Fig. 1: cell placement
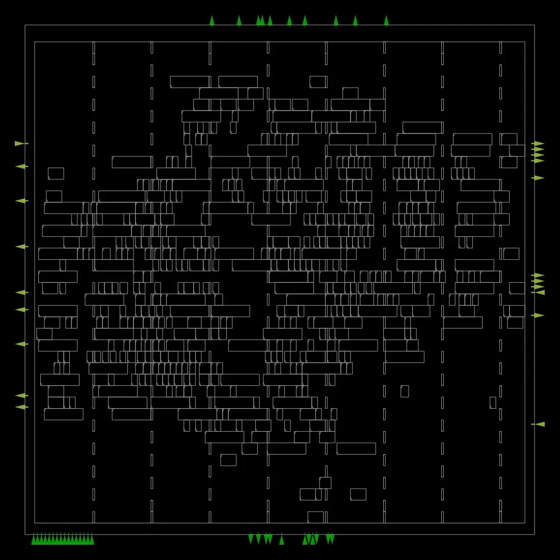
Fig. 2: routed clock nets over the placement
The bar under the picture is 20 um long.
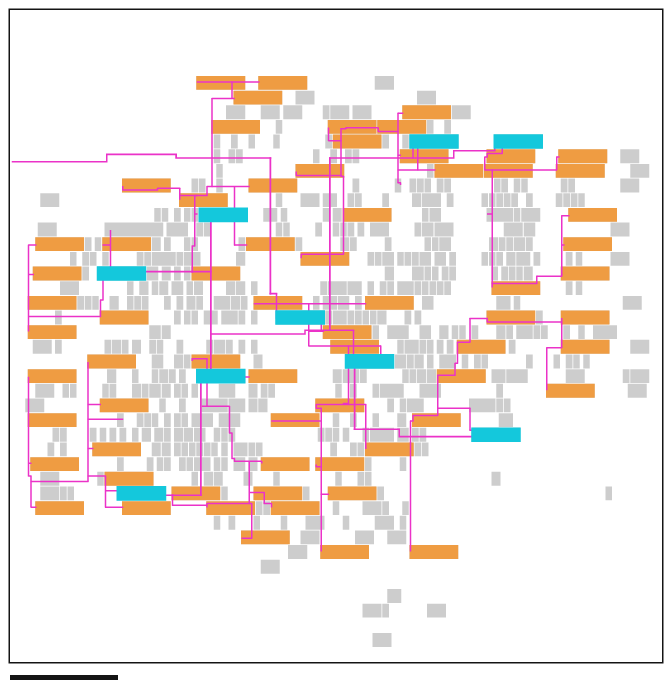
Fig. 3: signal wires by layer
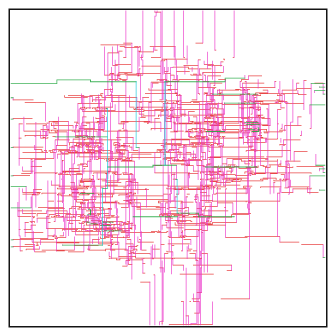
Fig. 4: ports around the boundary
Pins as bars across the die edge, other pins in grey.
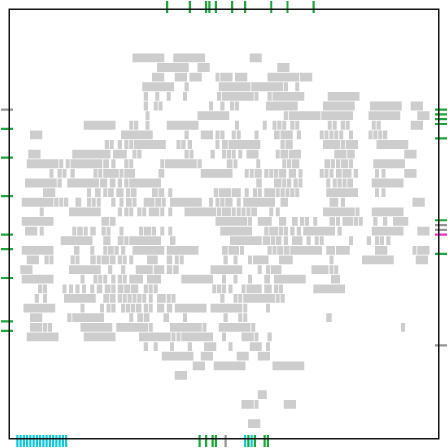
Fig. 5: placement by cell class
Fill, decap, tap and diode cells in grey.
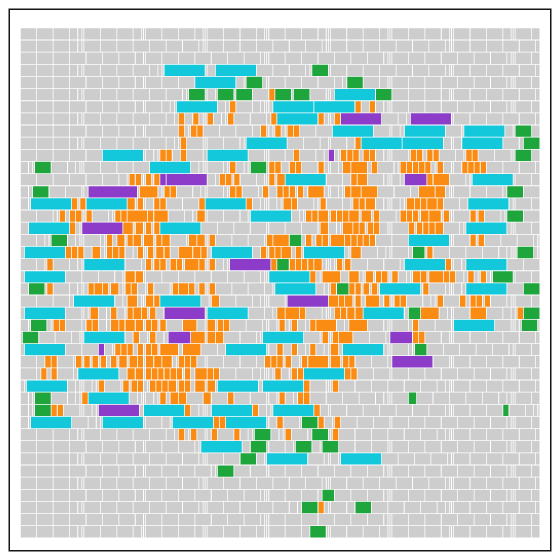
`config.mk`:
```
export PLATFORM = sky130hd
export DESIGN_NAME = qcnt_flat
export DESIGN_NICKNAME = d
export VERILOG_FILES = /design/src/rtl/qcnt_pkg.sv /design/src/rtl/qcnt_if.sv /design/src/rtl/qcnt_sat_inc.sv /design/src/rtl/qcnt.sv /design/src/flat_wrapper.sv
export SDC_FILE = /design/constraint.sdc
export NUM_CORES = 1
export LEC_CHECK = 0
export ABC_AREA = 1
export CORE_MARGIN = 2
export CORE_UTILIZATION = 26
export DETAILED_ROUTE_END_ITERATION = 16
export GPL_TIMING_DRIVEN = 1
export RECOVER_POWER = 25
export SETUP_SLACK_MARGIN = 0.2
export SLEW_MARGIN = 20
export SYNTH_ARGS = -nofsm -noshare
export SYNTH_HDL_FRONTEND = slang
export SYNTH_SLANG_ARGS = --single-unit
```
`constraint.sdc`:
```
create_clock -name clk -period 2.9 [get_ports clk]
set_clock_uncertainty 0.1 [all_clocks]
set_input_delay 0.58 -clock clk [delete_from_list [all_inputs] [get_ports clk]]
set_output_delay 0.58 -clock clk [all_outputs]
set_load 0.03 [all_outputs]
```
`src/rtl/qcnt_pkg.sv`:
```
`default_nettype none
// ============================================================================
//  Module      : qcnt_pkg
//  Description : Shared types and helpers for the qcnt transaction-statistics
//                stage (result word layout, output-register state, last-eot
//                detection).
//  Revision    : 1.0 - initial release
// ============================================================================
package qcnt_pkg;

  // Widest eot field the last-detection helper accepts.
  localparam int QCNT_MAX_LVL = 8;

  // Counter width of the default result word.
  localparam int QCNT_CNT_W = 16;

  // Result word at the default counter width: elem_cnt in the LSBs.
  typedef struct packed {
    logic                  ovf;
    logic [QCNT_CNT_W-1:0] sub_cnt;
    logic [QCNT_CNT_W-1:0] elem_cnt;
  } qcnt_dout_t;

  // Output register occupancy; FULL is exactly "dout.valid".
  typedef enum logic [0:0] {
    OUT_EMPTY = 1'b0,
    OUT_FULL  = 1'b1
  } out_state_t;

  // Outermost end-of-transaction: every eot bit set. Callers pad the unused
  // upper bits with ones so that only the real eot bits decide.
  function automatic logic is_last(input logic [QCNT_MAX_LVL-1:0] eot_padded);
    return &eot_padded;
  endfunction

endpackage : qcnt_pkg
`default_nettype wire

```
`src/rtl/qcnt_if.sv`:
```
`default_nettype none
// ============================================================================
//  Module      : qcnt_if
//  Description : Valid/ready (dti) stream interface with a parameterised data
//                width. The master drives data/valid, the slave drives ready.
//  Revision    : 1.0 - initial release
// ============================================================================
interface qcnt_if #(
  parameter int W = 18
) ();

  logic [W-1:0] data;
  logic         valid;
  logic         ready;

  modport master (output data, output valid, input  ready);
  modport slave  (input  data, input  valid, output ready);

endinterface : qcnt_if
`default_nettype wire

```
`src/rtl/qcnt_sat_inc.sv`:
```
`default_nettype none
// ============================================================================
//  Module      : qcnt_sat_inc
//  Description : Combinational saturating incrementer. Adds a single-bit
//                increment to a counter value, holding at all-ones and
//                flagging the increment that could not be applied.
//  Revision    : 1.0 - initial release
// ============================================================================
module qcnt_sat_inc #(
  parameter int W = 16
) (
  input  wire logic [W-1:0] i_value,
  input  wire logic         i_inc,
  output logic      [W-1:0] o_sum,
  output logic              o_ovf
);

  logic w_at_max;

  // An increment on an all-ones value is the only way to exceed the maximum.
  always_comb begin
    w_at_max = &i_value;
    o_ovf    = i_inc & w_at_max;
    o_sum    = o_ovf ? i_value : (i_value + W'(i_inc));
  end

endmodule : qcnt_sat_inc
`default_nettype wire

```
`src/rtl/qcnt.sv`:
```
`default_nettype none
// ============================================================================
//  Module      : qcnt
//  Description : Transaction-statistics stage. Counts elements and innermost
//                sub-transactions of each outermost transaction on din and
//                emits one {ovf, sub_cnt, elem_cnt} word per transaction on
//                dout, one cycle after the last element's handshake.
//  Revision    : 1.0 - initial release
// ============================================================================
module qcnt
  import qcnt_pkg::*;
#(
  parameter int TDIN    = 16,  // payload width, carried only for framing
  parameter int DIN_LVL = 2,   // eot bits on din, 1..QCNT_MAX_LVL
  parameter int CNT_W   = 16   // width of each counter field
) (
  input  wire logic clk,
  input  wire logic rst_n,
  qcnt_if.slave     din,
  qcnt_if.master    dout
);

  // Result word at this instance's counter width; same layout as qcnt_dout_t.
  typedef struct packed {
    logic             ovf;
    logic [CNT_W-1:0] sub_cnt;
    logic [CNT_W-1:0] elem_cnt;
  } dout_t;

  logic [DIN_LVL-1:0]      w_eot;
  logic [QCNT_MAX_LVL-1:0] w_eot_pad;
  logic                    w_last;
  logic                    w_sub_end;
  logic                    w_hs_in;
  logic                    w_hs_out;
  logic                    w_last_hs;

  logic [CNT_W-1:0]        r_acc_elem;
  logic [CNT_W-1:0]        r_acc_sub;
  logic                    r_acc_ovf;

  logic [CNT_W-1:0]        w_elem_sum;
  logic [CNT_W-1:0]        w_sub_sum;
  logic                    w_elem_ovf;
  logic                    w_sub_ovf;

  out_state_t              r_state;
  out_state_t              w_state_nxt;
  dout_t                   r_out_data;
  dout_t                   w_result;

  assign w_eot     = din.data[TDIN +: DIN_LVL];
  assign w_sub_end = w_eot[0];

  // Pad unused eot positions with ones so only the real eot bits decide "last".
  generate
    if (DIN_LVL < QCNT_MAX_LVL) begin : g_eot_pad
      assign w_eot_pad = {{(QCNT_MAX_LVL - DIN_LVL){1'b1}}, w_eot};
    end else begin : g_eot_full
      assign w_eot_pad = w_eot[QCNT_MAX_LVL-1:0];
    end
  endgenerate

  assign w_last = is_last(w_eot_pad);

  // Non-last elements never stall; the last one waits only on an unconsumed
  // result. A draining result frees the register in the same cycle.
  assign din.ready = !w_last || (r_state == OUT_EMPTY) || dout.ready;

  assign w_hs_in   = din.valid & din.ready;
  assign w_hs_out  = dout.valid & dout.ready;
  assign w_last_hs = w_hs_in & w_last;

  qcnt_sat_inc #(.W(CNT_W)) u_elem_inc (
    .i_value (r_acc_elem),
    .i_inc   (1'b1),
    .o_sum   (w_elem_sum),
    .o_ovf   (w_elem_ovf)
  );

  // The last element has every eot bit set, so eot[0] already counts its
  // closing sub-transaction.
  qcnt_sat_inc #(.W(CNT_W)) u_sub_inc (
    .i_value (r_acc_sub),
    .i_inc   (w_sub_end),
    .o_sum   (w_sub_sum),
    .o_ovf   (w_sub_ovf)
  );

  // Result word formed from the accumulators plus the last element's increments.
  always_comb begin
    w_result          = '0;
    w_result.ovf      = r_acc_ovf | w_elem_ovf | w_sub_ovf;
    w_result.sub_cnt  = w_sub_sum;
    w_result.elem_cnt = w_elem_sum;
  end

  // Accumulate per accepted element; clear when the transaction closes.
  always_ff @(posedge clk or negedge rst_n) begin
    if (!rst_n) begin
      r_acc_elem <= '0;
      r_acc_sub  <= '0;
      r_acc_ovf  <= 1'b0;
    end else if (w_hs_in) begin
      if (w_last) begin
        r_acc_elem <= '0;
        r_acc_sub  <= '0;
        r_acc_ovf  <= 1'b0;
      end else begin
        r_acc_elem <= w_elem_sum;
        r_acc_sub  <= w_sub_sum;
        r_acc_ovf  <= r_acc_ovf | w_elem_ovf | w_sub_ovf;
      end
    end
  end

  // Output register occupancy: a new result wins over a simultaneous drain.
  always_comb begin
    w_state_nxt = r_state;
    case (r_state)
      OUT_EMPTY: if (w_last_hs) w_state_nxt = OUT_FULL;
      OUT_FULL:  if (!w_last_hs && w_hs_out) w_state_nxt = OUT_EMPTY;
      default:   w_state_nxt = OUT_EMPTY;
    endcase
  end

  // Occupancy state register.
  always_ff @(posedge clk or negedge rst_n) begin
    if (!rst_n) begin
      r_state <= OUT_EMPTY;
    end else begin
      r_state <= w_state_nxt;
    end
  end

  // Result data only loads on a last handshake, so it is stable while held.
  always_ff @(posedge clk or negedge rst_n) begin
    if (!rst_n) begin
      r_out_data <= '0;
    end else if (w_last_hs) begin
      r_out_data <= w_result;
    end
  end

  assign dout.valid = (r_state == OUT_FULL);
  assign dout.data  = r_out_data;

endmodule : qcnt
`default_nettype wire

```
`src/flat_wrapper.sv`:
```
// flat-port wrapper written by rule: the top's interface ports become plain ports
module qcnt_flat import qcnt_pkg::*;
#(
  parameter int TDIN    = 16,                                            
  parameter int DIN_LVL = 2,                                      
  parameter int CNT_W   = 16                                 
)
  (clk, rst_n, din_data, din_valid, din_ready, dout_data, dout_valid, dout_ready);
  qcnt_if #(.W(TDIN + DIN_LVL)) din_i ();
  qcnt_if #(.W((2 * CNT_W + 1))) dout_i ();
  input  wire logic clk;
  input  wire logic rst_n;
  input wire logic [$bits(din_i.data)-1:0] din_data;
  input wire logic [$bits(din_i.valid)-1:0] din_valid;
  output wire logic [$bits(din_i.ready)-1:0] din_ready;
  output wire logic [$bits(dout_i.data)-1:0] dout_data;
  output wire logic [$bits(dout_i.valid)-1:0] dout_valid;
  input wire logic [$bits(dout_i.ready)-1:0] dout_ready;
  assign din_i.data = din_data;
  assign din_i.valid = din_valid;
  assign din_ready = din_i.ready;
  assign dout_data = dout_i.data;
  assign dout_valid = dout_i.valid;
  assign dout_i.ready = dout_ready;
  qcnt #(.TDIN(TDIN), .DIN_LVL(DIN_LVL), .CNT_W(CNT_W)) u_core (.clk(clk), .rst_n(rst_n), .din(din_i), .dout(dout_i));
endmodule
```
==> flow_metrics.env <==
# yosys + openroad results
export IMPL_cts_htree_levels=3
export IMPL_tns_ns=0
export IMPL_hold_viol=0
export IMPL_die_area_um2=14600
export IMPL_intPower_mw=1.88
export IMPL_comb_area_um2=1660
export IMPL_timing_rr_end="u_core.r_acc_elem[1]"
export IMPL_startpoint_type="primary input"
export IMPL_switching_share=0.266
export IMPL_warnings=42
export IMPL_power_density_nw_per_um2=573
export IMPL_r2r_start="u_core.r_acc_elem[0]"
export IMPL_clkTransAtPathRegs_ns=0.06
export IMPL_grt_max_degree=40
export IMPL_critical_path_required_ns=2.22
export IMPL_cts_buffer_depth=2
export IMPL_drive_gt1_frac=0.0938
export IMPL_grt_pass1_wl_mm=15.3
export IMPL_hp_class="in -> async"
export IMPL_maxCapViolCount=0
export IMPL_vias_per_cell=4.42
export IMPL_cts_root_buf="clkbuf_16"
export IMPL_cts_hold_buffers=0
export IMPL_ys_cells=482
export IMPL_dr_first_iter_drc_count=128
export IMPL_grt_pass1_vias=3235
export IMPL_crit_type="in -> out"
export IMPL_slew_headroom=0.319
export IMPL_comb_power_share=0.144
export IMPL_post_route_drc_count=0
export IMPL_net_switching_power_mw=0.678
export IMPL_hpwl_mm=6.07
export IMPL_tightest_slew_ns=1.02
export IMPL_io_buffers=40
export IMPL_netlist_area_um2=3560
export IMPL_synth_seq_share=0.471
export IMPL_clkSinkCount=67
export IMPL_cp_data_arrival_time_ns=1.64
export IMPL_drv_slew=0
export IMPL_p_seq_frac=0.414
export IMPL_ys_chip_area_um2=3560
export IMPL_io_pins=57
export IMPL_r2r_slack_ns=1.07
export IMPL_synth_nets=507
export IMPL_diodes=0
export IMPL_final_nets=553
export IMPL_gp_congestion=0.867
export IMPL_avgSynthCellArea_um2=7.38
export IMPL_status="finished clean"
export IMPL_rsz0062_at_grt="no"
export IMPL_yosys_warnings=0
export IMPL_nFillCells=1408
export IMPL_seq_area_um2=1680
export IMPL_ys_seq_elements=67
export IMPL_dp_cells=693
export IMPL_cts_tree="built"
export IMPL_ys_types=22
export IMPL_initCoreUtil=0.268
export IMPL_first_pass_iters=4
export IMPL_cts_buffers=9
export IMPL_grt_overflow=0
export IMPL_p_leak_nw=2.24
export IMPL_cp_end_kind="primary output"
export IMPL_area_growth_pct=25.3
export IMPL_vdd_drop_max_uv=320
export IMPL_setup_violations=0
export IMPL_fmax_ghz=0.431
export IMPL_final_min_clock_period_ns=2.32
export IMPL_antenna_found_initial=0
export IMPL_ff2ff_path_depth=10
export IMPL_postRouteAntennaNets=0
export IMPL_path_max_fanout=3
export IMPL_syn_inst=482
export IMPL_finalClockPeriodUsage=0.800
-- Fig. 1 (at the start) --
row cnt: 42
final cell count without fillers: 709
Seq/total area: 0.376
flop count: 67

-- Fig. 2 (at the start) --
Key: magenta = clock wires [length 1020 um]; cyan = clock drivers [count 9]; orange = flip-flops [count 67]
There are 10 routed clock nets.
clock share of power: 0.441
Clk power: 1.13 mW
Worst-Skew Late Latency: 0.34 ns

-- Fig. 3 (at the start) --
Key: magenta = metal 2 [wire length 4240 um]; red = metal 1 [wire length 3880 um]; cyan = metal 4 [wire length 122 um]; green = metal 3 [wire length 338 um]
Via Count: 3132
wire per inst: 12.1 um
drt total wl: 8.58 mm
GRT Total Usage: 0.132

-- Fig. 4 (at the start) --
Key: cyan = din_data [pins 18, direction input, edge bottom]; green = dout_data [pins 33, direction output, edge 10 top, 8 left, 8 bottom, 7 right]; magenta = dout_ready [pins 1, direction input, edge right]
Die Y: 121 um
die width: 121 um

-- Fig. 5 (at the start) --
Key: purple = clock drivers and dummy loads [cells 16, share of their area 7.3%]; green = remaining buffers and delay cells [cells 48, share of their area 11%]; cyan = sequential cells [cells 67, share of their area 40%]; orange = combinational and other logic [cells 402, share of their area 42%]
post-route cell area: 4460 um2
Final Core Density: 0.335
core area: 13300 um2

## placed cells by master (no fill, tap or decap), drive strengths merged
master,n
nand2,244
dfrtp,67
bufinv,1
inv,38
buf,7
dlymetal6s2s,1
nand3,38
xor2,7
xnor2,3
or2,4
o21ai,18
nor2,35
nand3b,2
clkbuf,17
clkdlybuf4s50,38
ha,3
nand4,10
## logic make-up (layout without fill, tap and decap cells)
family                   Yosys count  in the layout  share of synthesized area
XOR/XNOR                          10             10                     0.0246
AND/OR/NAND/NOR                  333            333                      0.405
flip-flops                        67             67                      0.471
buffers and inverters             51            102                     0.0633
adder cells (fa/ha/maj)            3              3                     0.0106
AND-OR/OR-AND                     18             18                     0.0253
## sequential cells by signal, summed over array words and instances, names as in the netlist
signal	cells
u_core.r_acc_sub	16
u_core.dout.data	33
u_core.dout.valid	1
u_core.r_acc_elem	16
u_core.r_acc_ovf	1
## per-layer routing
metal	wire [um]	GRT usage
met3	337	0.0362
met4	122	0.0443
met1	3880	0.157
met5	0	0
met2	4240	0.230
## worst max-delay path by stage
stage	from	end	slack, ns
6_report	din_data[16]	din_ready	0.58
3_5_place_dp	din_data[16]	din_ready	0.20
2_1_floorplan	din_data[16]	u_core.r_acc_sub[8]	1.08
4_1_cts	din_data[16]	din_ready	0.20
3_3_place_gp	din_data[16]	din_ready	0.22
5_1_grt	din_data[16]	u_core.r_acc_sub[6]	0.43
## area by class of cell
class                           count  share of cell area
Timing Repair Buffer               48               0.102
Clock buffer                       15              0.0623
Tap cell                          176              0.0494
Sequential cell                    67               0.376
Clock inverter                      1             0.00674
Inverter                           38              0.0320
Multi-Input combinational cell    364               0.371
## timing repair
action	4_1_cts	5_1_grt
endpoints found under the hold margin	0	0
gates resized	0	1
setup endpoints to repair	0	1
setup buffers	0	0
## Yosys cell counts, drive strengths merged
master / instances / area (um2)
nand2: 244 / 948
dfrtp: 67 / 1680
inv: 38 / 143
nand3: 38 / 225
nor2: 35 / 164
o21ai: 18 / 90.1
buf: 11 / 75.1
nand4: 10 / 62.6
xor2: 7 / 61.3
or2: 4 / 25.0
ha: 3 / 37.5
xnor2: 3 / 26.3
clkbuf: 2 / 7.51
nand3b: 2 / 15.0
## power groups by stage
stage          logic [mW]  registers [mW]  clock network (mW)
6_report            0.369            1.06                1.13
5_1_grt             0.415            1.07                1.19
4_1_cts             0.381            1.06                1.16
3_5_place_dp        0.379            1.07                   0
3_3_place_gp        0.373            1.07                   0
2_1_floorplan       0.141            1.15                   0
## per-stage QoR
step           utilization  total power [mW]  instance area, um2  hold slack [ns]  worst slack [ns]
2_1_floorplan            -              1.29                3560            0.184              1.08
3_3_place_gp         0.313              1.44                4160            0.362             0.220
3_5_place_dp         0.313              1.45                4160            0.364             0.205
4_1_cts              0.336              2.60                4470          0.00588             0.205
5_1_grt              0.335              2.68                4460            0.132             0.435
6_report             0.335              2.55                4460           0.0907             0.581
## critical path, stage by stage
cell and delay, ns:
clkdlybuf4s50_1 0.48, nand2_1 0.10, inv_2 0.11, nand3_2 0.10, dlymetal6s2s_1 0.26
Power figures rest on the tool's default switching activity, not on a simulated workload.
